### src/rtl/tl_router_param_if.sv
// Bus bundle for tl_router_param: link-side push, per-port pop and status,
// threshold configuration and pop-counter readout.
interface tl_router_param_if #(
    parameter int DATA_W    = 12,
    parameter int NUM_PORTS = 4,
    parameter int DEPTH     = 8,
    parameter int CNT_W     = 5
);
    localparam int SEL_W = $clog2(NUM_PORTS);
    localparam int CW    = $clog2(DEPTH);

    logic                        init;
    logic [CW-1:0]               Umbral_bajo;
    logic [CW-1:0]               Umbral_alto;
    logic                        pushIn;
    logic [DATA_W-1:0]           dataInputFIFO;
    logic [NUM_PORTS-1:0]        popOut;
    logic [NUM_PORTS*DATA_W-1:0] dataOutput;
    logic [NUM_PORTS-1:0]        validOut;
    logic [NUM_PORTS-1:0]        emptyOut;
    logic [NUM_PORTS-1:0]        almostEmpty;
    logic [NUM_PORTS-1:0]        almostFull;
    logic                        fullIn;
    logic                        req;
    logic [SEL_W-1:0]            idx;
    logic                        counterValid;
    logic [CNT_W-1:0]            counterOut;
    logic                        error;
    logic [2:0]                  state;

    modport master (
        output init, Umbral_bajo, Umbral_alto, pushIn, dataInputFIFO, popOut, req, idx,
        input  dataOutput, validOut, emptyOut, almostEmpty, almostFull, fullIn,
               counterValid, counterOut, error, state
    );

    modport slave (
        input  init, Umbral_bajo, Umbral_alto, pushIn, dataInputFIFO, popOut, req, idx,
        output dataOutput, validOut, emptyOut, almostEmpty, almostFull, fullIn,
               counterValid, counterOut, error, state
    );
endinterface

### src/rtl/tl_router_param.sv
// Transaction-layer router: one input FIFO fans out to NUM_PORTS output FIFOs,
// destination taken from the top SEL_W bits of each word. Almost-full on the
// destination port stalls the input head (no reordering).
// Optional macro TL_BYPASS_EN: a push into an empty input FIFO goes straight to
// its output FIFO when the port has room, cutting latency from 2 to 1.
module tl_router_param #(
    parameter int DATA_W    = 12,
    parameter int NUM_PORTS = 4,
    parameter int DEPTH     = 8,
    parameter int CNT_W     = 5
) (
    input  logic             clk,
    input  logic             reset,
    tl_router_param_if.slave bus
);
    localparam int SEL_W = $clog2(NUM_PORTS);
    localparam int CW    = $clog2(DEPTH);
    localparam logic [CW:0] FULL_CNT = (CW+1)'(DEPTH);

    typedef enum logic [2:0] {
        S_RESET  = 3'd0,
        S_INIT   = 3'd1,
        S_IDLE   = 3'd2,
        S_ACTIVE = 3'd3,
        S_ERROR  = 3'd4
    } state_t;

    state_t state_q, state_d;

    logic [CW-1:0] bajo_r, alto_r;
    logic [CW:0]   alto_eff;

    logic [DATA_W-1:0] in_mem [DEPTH];
    logic [CW-1:0]     in_wr, in_rd;
    logic [CW:0]       in_cnt;
    logic              in_full, in_empty;
    logic [DATA_W-1:0] head;
    logic [SEL_W-1:0]  head_dest;

    logic [DATA_W-1:0] out_mem [NUM_PORTS][DEPTH];
    logic [CW-1:0]     out_wr  [NUM_PORTS];
    logic [CW-1:0]     out_rd  [NUM_PORTS];
    logic [CW:0]       out_cnt [NUM_PORTS];
    logic [CNT_W-1:0]  pop_cnt [NUM_PORTS];

    logic [NUM_PORTS-1:0] empty_v, afull_v, aempty_v, pop_ok, wr_hit;
    logic                 xfer_state, xfer, bypass, push_ok, push_bad, pop_bad, illegal, any_busy;
    logic                 wr_valid;
    logic [SEL_W-1:0]     wr_dest;
    logic [DATA_W-1:0]    wr_data;

    logic [NUM_PORTS*DATA_W-1:0] data_q;
    logic [NUM_PORTS-1:0]        valid_q;
    logic                        cval_q, error_q;
    logic [CNT_W-1:0]            cout_q;

    // A captured almost-full threshold of 0 means "only when completely full".
    assign alto_eff = (alto_r == '0) ? FULL_CNT : {1'b0, alto_r};

    // Per-port status flags from occupancy and the captured thresholds.
    // NOTE: every always_comb output is defaulted first so no path can infer a latch.
    always_comb begin
        empty_v  = '0;
        afull_v  = '0;
        aempty_v = '0;
        for (int p = 0; p < NUM_PORTS; p++) begin
            empty_v[p]  = (out_cnt[p] == '0);
            afull_v[p]  = (out_cnt[p] >= alto_eff);
            aempty_v[p] = (out_cnt[p] <= {1'b0, bajo_r});
        end
    end

    assign in_full    = (in_cnt == FULL_CNT);
    assign in_empty   = (in_cnt == '0);
    assign head       = in_mem[in_rd];
    assign head_dest  = head[DATA_W-1 -: SEL_W];
    assign xfer_state = (state_q == S_IDLE) || (state_q == S_ACTIVE);
    assign xfer       = xfer_state && !in_empty && !afull_v[head_dest];

`ifdef TL_BYPASS_EN
    logic [SEL_W-1:0] push_dest;
    assign push_dest = bus.dataInputFIFO[DATA_W-1 -: SEL_W];
    assign bypass    = bus.pushIn && xfer_state && in_empty && !afull_v[push_dest];
    assign wr_dest   = bypass ? push_dest : head_dest;
    assign wr_data   = bypass ? bus.dataInputFIFO : head;
`else
    assign bypass    = 1'b0;
    assign wr_dest   = head_dest;
    assign wr_data   = head;
`endif

    // A push at full is only accepted when the head leaves in the same cycle.
    assign push_ok  = bus.pushIn && !bypass && (!in_full || xfer);
    assign push_bad = bus.pushIn && in_full && !xfer;
    assign pop_ok   = bus.popOut & ~empty_v;
    assign pop_bad  = |(bus.popOut & empty_v);
    assign illegal  = push_bad || pop_bad;
    assign wr_valid = xfer || bypass;
    assign any_busy = !in_empty || !(&empty_v);

    // Decode which output FIFO receives the word moving this cycle.
    always_comb begin
        wr_hit = '0;
        for (int p = 0; p < NUM_PORTS; p++) begin
            wr_hit[p] = wr_valid && (wr_dest == SEL_W'(p));
        end
    end

    // Next-state logic: init and errors override the normal idle/active flow.
    always_comb begin
        state_d = state_q;
        if (state_q == S_RESET) begin
            state_d = S_INIT;
        end else if (bus.init) begin
            state_d = S_INIT;
        end else if (illegal) begin
            state_d = S_ERROR;
        end else begin
            case (state_q)
                S_INIT:   state_d = S_IDLE;
                S_IDLE:   if (any_busy)  state_d = S_ACTIVE;
                S_ACTIVE: if (!any_busy) state_d = S_IDLE;
                default:  state_d = state_q;
            endcase
        end
    end

    // State, thresholds, sticky error and counter readout registers.
    // NOTE: sequential state uses non-blocking assignments so every flop sees pre-edge values.
    always_ff @(posedge clk or posedge reset) begin
        if (reset) begin
            state_q <= S_RESET;
            bajo_r  <= '0;
            alto_r  <= CW'(DEPTH - 1);
            error_q <= 1'b0;
            cval_q  <= 1'b0;
            cout_q  <= '0;
        end else begin
            state_q <= state_d;
            if (state_q == S_INIT) begin
                bajo_r <= bus.Umbral_bajo;
                alto_r <= bus.Umbral_alto;
            end
            if (bus.init)                           error_q <= 1'b0;
            else if (illegal && state_q != S_RESET) error_q <= 1'b1;
            cval_q <= 1'b0;
            if (bus.req && state_q == S_IDLE) begin
                cval_q <= 1'b1;
                cout_q <= pop_cnt[bus.idx];
            end
        end
    end

    // Input FIFO pointers and occupancy.
    always_ff @(posedge clk or posedge reset) begin
        if (reset) begin
            in_wr  <= '0;
            in_rd  <= '0;
            in_cnt <= '0;
        end else begin
            if (push_ok) in_wr <= in_wr + 1'b1;
            if (xfer)    in_rd <= in_rd + 1'b1;
            case ({push_ok, xfer})
                2'b10:   in_cnt <= in_cnt + 1'b1;
                2'b01:   in_cnt <= in_cnt - 1'b1;
                default: in_cnt <= in_cnt;
            endcase
        end
    end

    // Input FIFO storage.
    // NOTE: storage arrays are not reset; the occupancy counters alone define valid entries.
    always_ff @(posedge clk) begin
        if (push_ok) in_mem[in_wr] <= bus.dataInputFIFO;
    end

    // Output FIFO pointers, registered pop data/valid and per-port pop counters.
    always_ff @(posedge clk or posedge reset) begin
        if (reset) begin
            for (int p = 0; p < NUM_PORTS; p++) begin
                out_wr[p]  <= '0;
                out_rd[p]  <= '0;
                out_cnt[p] <= '0;
                pop_cnt[p] <= '0;
            end
            data_q  <= '0;
            valid_q <= '0;
        end else begin
            valid_q <= '0;
            for (int p = 0; p < NUM_PORTS; p++) begin
                if (wr_hit[p]) out_wr[p] <= out_wr[p] + 1'b1;
                if (pop_ok[p]) begin
                    out_rd[p]                   <= out_rd[p] + 1'b1;
                    data_q[p*DATA_W +: DATA_W]  <= out_mem[p][out_rd[p]];
                    valid_q[p]                  <= 1'b1;
                    pop_cnt[p]                  <= pop_cnt[p] + 1'b1;
                end
                case ({wr_hit[p], pop_ok[p]})
                    2'b10:   out_cnt[p] <= out_cnt[p] + 1'b1;
                    2'b01:   out_cnt[p] <= out_cnt[p] - 1'b1;
                    default: out_cnt[p] <= out_cnt[p];
                endcase
            end
        end
    end

    // Output FIFO storage.
    always_ff @(posedge clk) begin
        for (int p = 0; p < NUM_PORTS; p++) begin
            if (wr_hit[p]) out_mem[p][out_wr[p]] <= wr_data;
        end
    end

    assign bus.dataOutput   = data_q;
    assign bus.validOut     = valid_q;
    assign bus.emptyOut     = empty_v;
    assign bus.almostEmpty  = aempty_v;
    assign bus.almostFull   = afull_v;
    assign bus.fullIn       = in_full;
    assign bus.counterValid = cval_q;
    assign bus.counterOut   = cout_q;
    assign bus.error        = error_q;
    assign bus.state        = state_q;
endmodule

### src/flat_wrapper.sv
// flat-port wrapper written by rule: the top's interface ports become plain ports
module tl_router_param_flat 
#(
    parameter int DATA_W    = 12,
    parameter int NUM_PORTS = 4,
    parameter int DEPTH     = 8,
    parameter int CNT_W     = 5
)
  (clk, reset, bus_init, bus_Umbral_bajo, bus_Umbral_alto, bus_pushIn, bus_dataInputFIFO, bus_popOut, bus_req, bus_idx, bus_dataOutput, bus_validOut, bus_emptyOut, bus_almostEmpty, bus_almostFull, bus_fullIn, bus_counterValid, bus_counterOut, bus_error, bus_state);
  tl_router_param_if #(.DATA_W(DATA_W), .NUM_PORTS(NUM_PORTS), .DEPTH(DEPTH), .CNT_W(CNT_W)) bus_i ();
  input  logic clk;
  input  logic reset;
  input wire logic [$bits(bus_i.init)-1:0] bus_init;
  input wire logic [$bits(bus_i.Umbral_bajo)-1:0] bus_Umbral_bajo;
  input wire logic [$bits(bus_i.Umbral_alto)-1:0] bus_Umbral_alto;
  input wire logic [$bits(bus_i.pushIn)-1:0] bus_pushIn;
  input wire logic [$bits(bus_i.dataInputFIFO)-1:0] bus_dataInputFIFO;
  input wire logic [$bits(bus_i.popOut)-1:0] bus_popOut;
  input wire logic [$bits(bus_i.req)-1:0] bus_req;
  input wire logic [$bits(bus_i.idx)-1:0] bus_idx;
  output wire logic [$bits(bus_i.dataOutput)-1:0] bus_dataOutput;
  output wire logic [$bits(bus_i.validOut)-1:0] bus_validOut;
  output wire logic [$bits(bus_i.emptyOut)-1:0] bus_emptyOut;
  output wire logic [$bits(bus_i.almostEmpty)-1:0] bus_almostEmpty;
  output wire logic [$bits(bus_i.almostFull)-1:0] bus_almostFull;
  output wire logic [$bits(bus_i.fullIn)-1:0] bus_fullIn;
  output wire logic [$bits(bus_i.counterValid)-1:0] bus_counterValid;
  output wire logic [$bits(bus_i.counterOut)-1:0] bus_counterOut;
  output wire logic [$bits(bus_i.error)-1:0] bus_error;
  output wire logic [$bits(bus_i.state)-1:0] bus_state;
  assign bus_i.init = bus_init;
  assign bus_i.Umbral_bajo = bus_Umbral_bajo;
  assign bus_i.Umbral_alto = bus_Umbral_alto;
  assign bus_i.pushIn = bus_pushIn;
  assign bus_i.dataInputFIFO = bus_dataInputFIFO;
  assign bus_i.popOut = bus_popOut;
  assign bus_i.req = bus_req;
  assign bus_i.idx = bus_idx;
  assign bus_dataOutput = bus_i.dataOutput;
  assign bus_validOut = bus_i.validOut;
  assign bus_emptyOut = bus_i.emptyOut;
  assign bus_almostEmpty = bus_i.almostEmpty;
  assign bus_almostFull = bus_i.almostFull;
  assign bus_fullIn = bus_i.fullIn;
  assign bus_counterValid = bus_i.counterValid;
  assign bus_counterOut = bus_i.counterOut;
  assign bus_error = bus_i.error;
  assign bus_state = bus_i.state;
  tl_router_param #(.DATA_W(DATA_W), .NUM_PORTS(NUM_PORTS), .DEPTH(DEPTH), .CNT_W(CNT_W)) u_core (.clk(clk), .reset(reset), .bus(bus_i));
endmodule
### config.mk
export PLATFORM = sky130hd
export DESIGN_NAME = tl_router_param_flat
export DESIGN_NICKNAME = d
export VERILOG_FILES = /design/src/rtl/tl_router_param_if.sv /design/src/rtl/tl_router_param.sv /design/src/flat_wrapper.sv
export SDC_FILE = /design/constraint.sdc
export NUM_CORES = 1
export LEC_CHECK = 0
export CAP_MARGIN = 20
export CORE_UTILIZATION = 38
export DETAILED_ROUTE_END_ITERATION = 8
export HOLD_SLACK_MARGIN = 0.08
export PLACE_DENSITY = 0.64
export REMOVE_ABC_BUFFERS = 1
export SETUP_SLACK_MARGIN = 0.3
export SKIP_LAST_GASP = 1
export SYNTH_ARGS = -nofsm -noshare
export SYNTH_HDL_FRONTEND = slang
export SYNTH_SLANG_ARGS = --single-unit
### constraint.sdc
create_clock -name clk -period 11.9 [get_ports clk]
set_input_delay 2.38 -clock clk [delete_from_list [all_inputs] [get_ports clk]]
set_output_delay 2.38 -clock clk [all_outputs]
set_load 0.1 [all_outputs]
==> images/class_map.png <==
Scale: 1 px per micron.
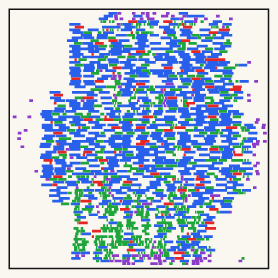
color	class	cells
green	remaining logic cells	689
purple	remaining buffers and delay cells	152
blue	sequential cells	618
red	clock drivers and dummy loads	111
Core ar.: 64,600 sq um
Final Cell Area: 29,200 sq um
Util after Layout: 0.452
Seq area share: 0.612
Cell Rows: 93

==> images/m3.png <==
Scale: 1.5 px per micron.
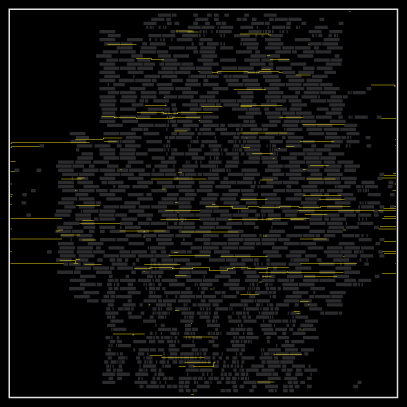
wire length on this layer	2,000 microns
nets with wire on the layer	82

==> images/clock_nets.png <==
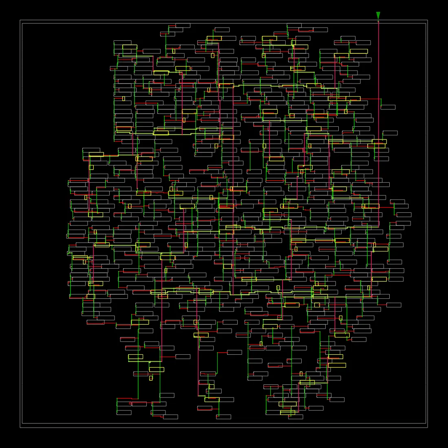
clk_lat worst skew: 0.63 ns
clk_skew: 0.0256 ns
Flops: 618

==> images/port_trees.png <==
Scale: 2 px per micron.
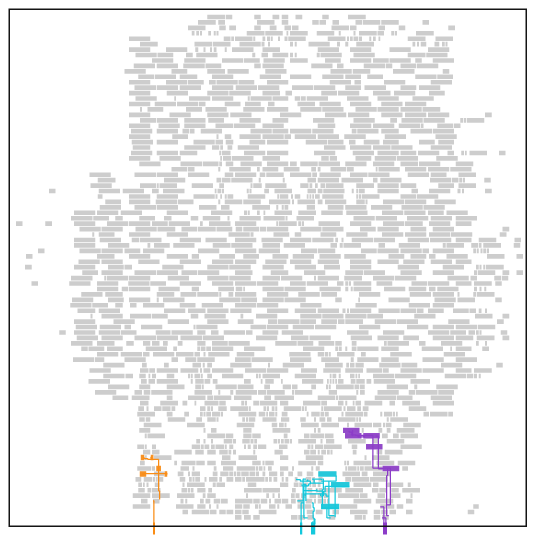
color	port	bits	direction	end cells	buffers	wire
purple	bus_idx	2	input	5	2	129 microns
cyan	bus_state	3	output	3	3	221 microns
orange	bus_pushIn	1	input	5	1	55.7 microns
Top-Level Pins: 104
IO buf count: 103

==> flow_metrics.env <==
# yosys + openroad results
export IMPL_outcome="completed"
export IMPL_clockBufferCount=73
export IMPL_ys_seq_elements=618
export IMPL_place_congestion=0.763
export IMPL_power_mw=8.57
export IMPL_cts_tree="done"
export IMPL_timing_final_ws_setup_ns=5.99
export IMPL_synth_async_reset_ratio=0.223
export IMPL_grt_pass1_vias=13103
export IMPL_fmax_ghz=0.169
export IMPL_hp_class="flop to flop"
export IMPL_cp_top_family="buffers and inverters"
export IMPL_dp_cells=2310
export IMPL_final_hold_worst_slack_ns=0.471
export IMPL_cp_num_cells=5
export IMPL_post_route_drc_count=0
export IMPL_cts_sinks=618
export IMPL_compound_area_frac=0.0271
export IMPL_final_cells=2425
export IMPL_clkCellAreaFrac=0.0667
export IMPL_track_usage=0.154
export IMPL_hold_depth=1
export IMPL_endpoint="bus_almostFull[0]"
export IMPL_top_area_cell_class="registers"
export IMPL_netlist_instances=1367
metal layers:
metal,vias up,GRT usage,routed length [microns]
li1,5619,-,-
met1,6412,0.202,21700
met2,207,0.261,25200
met3,83,0.0268,2000
met4,6,0.0449,1110
met5,-,0,37
sequential cells by signal (all words and copies together) (netlist names), 3 cells and up:
register and cells:
u_core.in_mem 96, u_core.out_cnt 16, u_core.bus.validOut 4, u_core.bus.dataOutput 48, u_core.in_rd 3, u_core.alto_r 3
u_core.bajo_r 3, u_core.out_wr 12, u_core.pop_cnt 20, u_core.in_wr 3, u_core.out_rd 12, u_core.in_cnt 4
u_core.bus.state 3, u_core.bus.counterOut 5, u_core.out_mem 384
power breakdown:
part	internal (mW)	switching, mW
combinational	1.12	2.27
clock	1.09	0.800
sequential	2.97	0.323
total	5.18	3.39
Power and IR drop assume default switching activity.
